[src/rtl/uart_pkg.sv]
// uart_pkg: shared types, frame constants and baud-divider helper for uart_core.
package uart_pkg;

    localparam int DATA_BITS        = 8;
    localparam int STOP_BITS        = 1;
    localparam int MIN_CLKS_PER_BIT = 16;

    typedef enum logic [1:0] {
        UART_NORMAL   = 2'b00,
        UART_LOOPBACK = 2'b01,
        UART_ECHO     = 2'b10
    } uart_mode_e;

    // RX_BREAK parks the receiver after a framing error until the line idles high.
    typedef enum logic [2:0] {
        RX_IDLE,
        RX_START,
        RX_DATA,
        RX_STOP,
        RX_BREAK
    } rx_state_e;

    typedef enum logic [1:0] {
        TX_IDLE,
        TX_START,
        TX_DATA,
        TX_STOP
    } tx_state_e;

    // Rounded clock cycles per serial bit.
    function automatic int calc_clks_per_bit(input int clk_freq, input int baud_rate);
        return (clk_freq + baud_rate / 2) / baud_rate;
    endfunction

endpackage

[src/rtl/uart_rx_engine.sv]
// uart_rx_engine: input synchronizer, 8N1 receive FSM and mid-bit sampling counter.
// Emits the received byte with a one-cycle done strobe, or a one-cycle framing-error strobe.
module uart_rx_engine
    import uart_pkg::*;
#(
    parameter int CLKS_PER_BIT = 868
) (
    input  logic                 clk,
    input  logic                 rst,
    input  logic                 rxd,
    output logic [DATA_BITS-1:0] data,
    output logic                 done,
    output logic                 ferr,
    output logic                 idle
);

    localparam int BIT_W = $clog2(DATA_BITS);
    localparam int CNT_W = $clog2(CLKS_PER_BIT + 1);
    localparam logic [CNT_W-1:0] HALF_M1  = CNT_W'(CLKS_PER_BIT / 2 - 1);
    localparam logic [CNT_W-1:0] FULL_M1  = CNT_W'(CLKS_PER_BIT - 1);
    localparam logic [BIT_W-1:0] LAST_BIT = BIT_W'(DATA_BITS - 1);

    logic                 sync1, sync2, rxd_q;
    logic                 fall, tick_half, tick_full;
    rx_state_e            state, state_nxt;
    logic [CNT_W-1:0]     cnt;
    logic [BIT_W-1:0]     bit_idx;
    logic [DATA_BITS-1:0] shreg;

    assign fall      = rxd_q & ~sync2;
    assign tick_half = (cnt == HALF_M1);
    assign tick_full = (cnt == FULL_M1);
    assign data      = shreg;
    assign idle      = (state == RX_IDLE);

    // Two-flop synchronizer plus one delay stage for falling-edge detection; idles high.
    always_ff @(posedge clk or negedge rst) begin
        if (!rst) begin
            sync1 <= 1'b1;
            sync2 <= 1'b1;
            rxd_q <= 1'b1;
        end else begin
            sync1 <= rxd;
            sync2 <= sync1;
            rxd_q <= sync2;
        end
    end

    // RX state register.
    always_ff @(posedge clk or negedge rst) begin
        if (!rst) state <= RX_IDLE;
        else      state <= state_nxt;
    end

    // RX next-state: half-bit check of the start bit, then full-bit steps to each centre.
    always_comb begin
        state_nxt = state;
        unique case (state)
            RX_IDLE:  if (fall) state_nxt = RX_START;
            RX_START: if (tick_half) state_nxt = sync2 ? RX_IDLE : RX_DATA;
            RX_DATA:  if (tick_full && bit_idx == LAST_BIT) state_nxt = RX_STOP;
            RX_STOP:  if (tick_full) state_nxt = sync2 ? RX_IDLE : RX_BREAK;
            RX_BREAK: if (sync2) state_nxt = RX_IDLE;
            default:  state_nxt = RX_IDLE;
        endcase
    end

    // Sampling counter, data shifter and result strobes.
    always_ff @(posedge clk or negedge rst) begin
        if (!rst) begin
            cnt     <= '0;
            bit_idx <= '0;
            shreg   <= '0;
            done    <= 1'b0;
            ferr    <= 1'b0;
        end else begin
            if (state == RX_IDLE || state == RX_BREAK || state_nxt != state || tick_full)
                cnt <= '0;
            else
                cnt <= cnt + 1'b1;
            if (state == RX_IDLE)
                bit_idx <= '0;
            else if (state == RX_DATA && tick_full) begin
                bit_idx <= bit_idx + 1'b1;
                shreg   <= {sync2, shreg[DATA_BITS-1:1]};
            end
            done <= (state == RX_STOP) && tick_full && sync2;
            ferr <= (state == RX_STOP) && tick_full && !sync2;
        end
    end

endmodule

[src/rtl/uart_core.sv]
// uart_core: full-duplex 8N1 UART with valid/ready byte streams.
// Holds the TX FSM, the one-deep RX holding register and the mode muxing.
// Optional feature macro: UART_LOOPBACK_EN enables loopback (01) and echo (10) modes;
// without it uart_mode is ignored and the core always runs in normal mode.
module uart_core
    import uart_pkg::*;
#(
    parameter int CLK_FREQ  = 100000000,
    parameter int BAUD_RATE = 115200
) (
    input  logic       clk,
    input  logic       rst,
    output logic [7:0] uart_rd_data,
    output logic       uart_rd_valid,
    input  logic       uart_rd_ready,
    input  logic [7:0] uart_wr_data,
    input  logic       uart_wr_valid,
    output logic       uart_wr_ready,
    input  logic [1:0] uart_mode,
    input  logic       uart_rxd,
    output logic       uart_txd
);

    localparam int CLKS_PER_BIT = calc_clks_per_bit(CLK_FREQ, BAUD_RATE);
    localparam int BIT_W = $clog2(DATA_BITS);
    localparam int CNT_W = $clog2(CLKS_PER_BIT * STOP_BITS + 1);
    localparam logic [CNT_W-1:0] FULL_M1  = CNT_W'(CLKS_PER_BIT - 1);
    localparam logic [CNT_W-1:0] STOP_M1  = CNT_W'(CLKS_PER_BIT * STOP_BITS - 1);
    localparam logic [BIT_W-1:0] LAST_BIT = BIT_W'(DATA_BITS - 1);

    generate
        if (CLKS_PER_BIT < MIN_CLKS_PER_BIT) begin : g_bad_baud
            $error("uart_core: CLKS_PER_BIT below minimum oversampling");
        end
    endgenerate

    logic                 rx_in, rx_done, rx_idle, echo;
    logic                 rx_ferr_unused;
    logic [DATA_BITS-1:0] rx_data;

    tx_state_e            tx_state, tx_state_nxt;
    logic [CNT_W-1:0]     tx_cnt;
    logic [BIT_W-1:0]     tx_bit;
    logic [DATA_BITS-1:0] tx_sh, tx_byte;
    logic                 tx_rdy, tx_go, tx_tick, stop_tick;

`ifdef UART_LOOPBACK_EN
    uart_mode_e mode_q;

    // Latch the requested mode only while both engines are idle; 11 falls back to normal.
    always_ff @(posedge clk or negedge rst) begin
        if (!rst)
            mode_q <= UART_NORMAL;
        else if (rx_idle && tx_state == TX_IDLE)
            mode_q <= (uart_mode == 2'b11) ? UART_NORMAL : uart_mode_e'(uart_mode);
    end

    assign rx_in = (mode_q == UART_LOOPBACK) ? uart_txd : uart_rxd;
    assign echo  = (mode_q == UART_ECHO);
`else
    logic [2:0] mode_unused;
    assign mode_unused = {uart_mode, rx_idle};
    assign rx_in       = uart_rxd;
    assign echo        = 1'b0;
`endif

    // Framing errors simply drop the byte; no status is exported.
    uart_rx_engine #(
        .CLKS_PER_BIT(CLKS_PER_BIT)
    ) u_rx (
        .clk  (clk),
        .rst  (rst),
        .rxd  (rx_in),
        .data (rx_data),
        .done (rx_done),
        .ferr (rx_ferr_unused),
        .idle (rx_idle)
    );

    // One-deep RX holding register; a byte arriving while full is dropped.
    always_ff @(posedge clk or negedge rst) begin
        if (!rst) begin
            uart_rd_data  <= '0;
            uart_rd_valid <= 1'b0;
        end else if (rx_done && !echo && (!uart_rd_valid || uart_rd_ready)) begin
            uart_rd_data  <= rx_data;
            uart_rd_valid <= 1'b1;
        end else if (uart_rd_valid && uart_rd_ready) begin
            uart_rd_valid <= 1'b0;
        end
    end

    // In echo mode the TX source is the receiver; the fabric write port is closed.
    assign tx_go         = echo ? (rx_done && tx_state == TX_IDLE) : (uart_wr_valid && tx_rdy);
    assign tx_byte       = echo ? rx_data : uart_wr_data;
    assign tx_tick       = (tx_cnt == FULL_M1);
    assign stop_tick     = (tx_cnt == STOP_M1);
    assign uart_wr_ready = tx_rdy && !echo;

    // TX state register.
    always_ff @(posedge clk or negedge rst) begin
        if (!rst) tx_state <= TX_IDLE;
        else      tx_state <= tx_state_nxt;
    end

    // TX next-state: each bit lasts exactly one bit period.
    always_comb begin
        tx_state_nxt = tx_state;
        unique case (tx_state)
            TX_IDLE:  if (tx_go) tx_state_nxt = TX_START;
            TX_START: if (tx_tick) tx_state_nxt = TX_DATA;
            TX_DATA:  if (tx_tick && tx_bit == LAST_BIT) tx_state_nxt = TX_STOP;
            TX_STOP:  if (stop_tick) tx_state_nxt = TX_IDLE;
            default:  tx_state_nxt = TX_IDLE;
        endcase
    end

    // TX datapath: registered line driver, bit counter and ready flag.
    always_ff @(posedge clk or negedge rst) begin
        if (!rst) begin
            tx_cnt   <= '0;
            tx_bit   <= '0;
            tx_sh    <= '0;
            tx_rdy   <= 1'b0;
            uart_txd <= 1'b1;
        end else begin
            tx_rdy <= (tx_state_nxt == TX_IDLE);
            if (tx_state == TX_IDLE || tx_state_nxt != tx_state || (tx_state == TX_DATA && tx_tick))
                tx_cnt <= '0;
            else
                tx_cnt <= tx_cnt + 1'b1;
            unique case (tx_state)
                TX_IDLE: if (tx_go) begin
                    tx_sh    <= tx_byte;
                    tx_bit   <= '0;
                    uart_txd <= 1'b0;
                end
                TX_START: if (tx_tick) begin
                    uart_txd <= tx_sh[0];
                    tx_sh    <= tx_sh >> 1;
                end
                TX_DATA: if (tx_tick) begin
                    tx_bit <= tx_bit + 1'b1;
                    if (tx_bit == LAST_BIT) begin
                        uart_txd <= 1'b1;
                    end else begin
                        uart_txd <= tx_sh[0];
                        tx_sh    <= tx_sh >> 1;
                    end
                end
                default: uart_txd <= 1'b1;
            endcase
        end
    end

endmodule

[config.mk]
export PLATFORM = sky130hd
export DESIGN_NAME = uart_core
export DESIGN_NICKNAME = d
export VERILOG_FILES = /design/src/rtl/uart_pkg.sv /design/src/rtl/uart_rx_engine.sv /design/src/rtl/uart_core.sv
export SDC_FILE = /design/constraint.sdc
export NUM_CORES = 1
export LEC_CHECK = 0
export CAP_MARGIN = 40
export CORE_AREA = 5 5 85 87
export CTS_CLUSTER_DIAMETER = 120
export DETAILED_ROUTE_END_ITERATION = 10
export DIE_AREA = 0 0 90 92
export PLACE_DENSITY = 0.72
export SYNTH_ARGS = -nofsm -noshare
export SYNTH_HDL_FRONTEND = slang
export SYNTH_SLANG_ARGS = --single-unit
[constraint.sdc]
create_clock -name clk -period 2.3 [get_ports clk]
set_input_delay 0.23 -clock clk [delete_from_list [all_inputs] [get_ports clk]]
set_output_delay 0.23 -clock clk [all_outputs]
set_load 0.01 [all_outputs]
Figure 1. Clock network drawn from the DEF.
Drawn at 3 px/um.
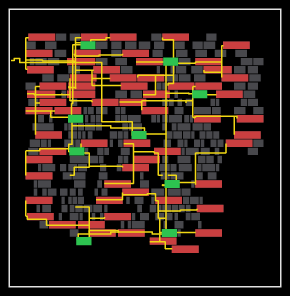
[yellow] clock wires | length: 864 um
[red] flip-flops | count: 62
[green] clock drivers | count: 9
routed clock nets	10
flops lie	spread over the die

Figure 2. Routed metal, one colour a layer.
Drawn at 4 px/um.
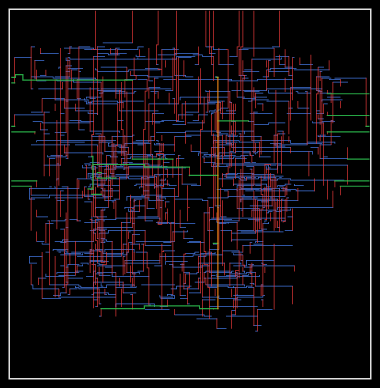
colour	layer	wire length
red	metal 2	2,600 um
orange	metal 4	57.8 um
green	metal 3	202 um
blue	metal 1	2,540 um
Overall Global Routing Usage: 0.140
routed len/inst: 14.2 um

Figure 3. Layout detail.
Window x 58 to 78, y 13 to 33 um. Cells in grey, sequential cells in the stronger grey; small squares are vias.
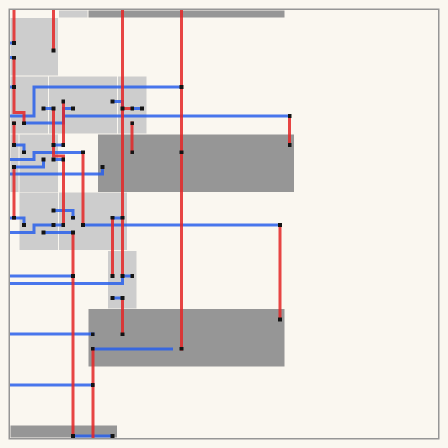
colour	layer
blue	metal 1
red	metal 2
sequential cells in the window	2
most frequent	xor2_1 (3)
cells with their middle in the window	10
netlist names of flops here include	`tx_cnt` (2)

Figure 4. Where the registers sit.
Drawn at 4 px/um. Other sequential cells in the stronger grey, the rest of the logic in the fainter grey.
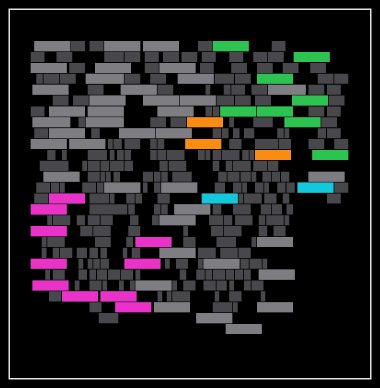
colour	netlist name	sequential cells
magenta	`u_rx.cnt`	10
orange	`tx_bit`	3
green	`tx_sh`	8
cyan	`tx_state`	2
not coloured	39
Seq. pwr: 0.00124 W
Sequential Area: 0.00156 mm2
flop share of the area: 0.437
Finished Core Util: 0.567

Figure 5. Congestion heat map.
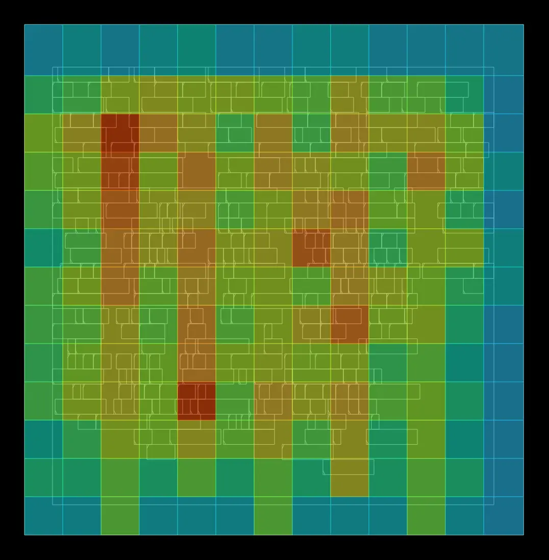
global-route met3 utilization: 0.0434
GR peak layer: met2

==> impl_metrics.env <==
# flow metrics
export IMPL_outcome="completed"
export IMPL_yosys_cells=268
export IMPL_portBuffers=23
export IMPL_crit_type="flip-flop to flip-flop"
export IMPL_maxCapViolCount=0
export IMPL_arrival_ns=2.31
export IMPL_antenna_found_initial=0
export IMPL_cellPowerDensity_mw_per_mm2=639
export IMPL_cp_start_kind="flip-flop"
export IMPL_overflow=0
export IMPL_core_area_mm2=0.00628
export IMPL_die_area_mm2=0.00828
export IMPL_fin_worst_skew_ns=0.0103
export IMPL_synth_warnings=0
export IMPL_reg2reg_to="tx_sh[5]"
export IMPL_grt_pass1_wl_um=9450
export IMPL_dr_pass1_iters=4
export IMPL_slew_viol_final=0
export IMPL_synthFlopType="dfrtp_1"
export IMPL_routabilityCongestion=0.788
export IMPL_warning_count=33
export IMPL_rsz0062_at_grt="no"
export IMPL_synth_cell_types=53
export IMPL_ys_seq_frac=0.506
export IMPL_ys_ff=62
export IMPL_hold_depth=1
export IMPL_synthCells=268
export IMPL_hp_start="uart_rxd"
export IMPL_hpwl_um=3720
export IMPL_wl_um=5400
export IMPL_die_x_um=90
export IMPL_clockRootBuffer="clkbuf_8"
export IMPL_ctsLongestPathBuffers=2
-- sequential cells by signal (all words and copies together) (netlist names) --
name	flops
tx_cnt	10
u_rx.cnt	10
tx_sh	8
u_rx.data	8
uart_rd_data	8
tx_bit	3
u_rx.bit_idx	3
u_rx.state	3
tx_state	2
u_rx.done	1
u_rx.rxd_q	1
u_rx.sync1	1
u_rx.sync2	1
uart_rd_valid	1
uart_txd	1
uart_wr_ready	1
-- worst max-delay path: stages (launching register included) --
cell     delay, ns
dfrtp_1       0.46
inv_1         0.13
ha_1          0.29
buf_4         0.19
a21oi_1       0.14
nand2_1       0.10
a21oi_4       0.28
mux2_2        0.38
-- worst max path at each step --
stage / end / slack [ns]
6_report: tx_sh[5] / 0.21
5_1_grt: tx_sh[0] / 0.08
4_1_cts: tx_sh[5] / 0.21
3_5_place_dp: tx_sh[5] / 0.24
3_3_place_gp: tx_sh[2] / 0.30
2_1_floorplan: tx_sh[0] / 0.45
-- Yosys cell counts (3+ instances only) --
cell	n
a21oi_1	4
and3_1	10
dfrtp_1	58
dfstp_2	4
ha_1	12
inv_1	6
mux2_2	29
nand2_1	11
nand3_1	23
nand4_1	7
nor2_1	26
nor3_1	3
o21ai_0	6
xnor2_1	6
xor2_1	11
-- area by class of cell --
class / count / area (um2) / area share
clock buffers: 9 / 124 / 0.0348
clock inverters: 7 / 50.0 / 0.0140
inverters: 6 / 22.5 / 0.00632
multi-input cells: 192 / 1440 / 0.405
flip-flops and latches: 62 / 1560 / 0.437
well taps: 77 / 96.3 / 0.0270
repair buffers: 27 / 270 / 0.0759
-- per-layer routing --
metal / global-route usage / wire length (um) / vias to the layer above
met1: 0.182 / 2540 / 1019
met3: 0.0434 / 201 / 5
met4: 0.0596 / 57 / 0
met2: 0.216 / 2600 / 30
li1: - / - / 1021
met5: 0 / 0 / -
-- power by group --
part           internal [W]  leakage, nW  switching, W
combinational     0.0000958        0.780     0.0000890
clock              0.000391       0.0816      0.000459
sequential          0.00116        0.799     0.0000847
total               0.00164         1.66      0.000633
-- per-stage QoR --
step | cell area, um2 | setup WS, ns
6_report | 3560 | 0.212
2_1_floorplan | 3080 | 0.449
5_1_grt | 3560 | 0.0778
4_1_cts | 3560 | 0.213
3_5_place_dp | 3380 | 0.241
3_3_place_gp | 3380 | 0.298
-- logic make-up after synthesis --
logic type	share of synthesized area
AND/OR/NAND/NOR	0.190
flip-flops	0.506
buffers and inverters	0.0252
XOR/XNOR	0.0484
multiplexers	0.113
adder cells (fa/ha/maj)	0.0488
AND-OR/OR-AND	0.0687
-- what timing repair did --
action	in CTS	in global routing
setup endpoints to repair	0	0
hold buffers	1	0
hold endpoints to repair	25	0
Power and IR drop assume default switching activity.
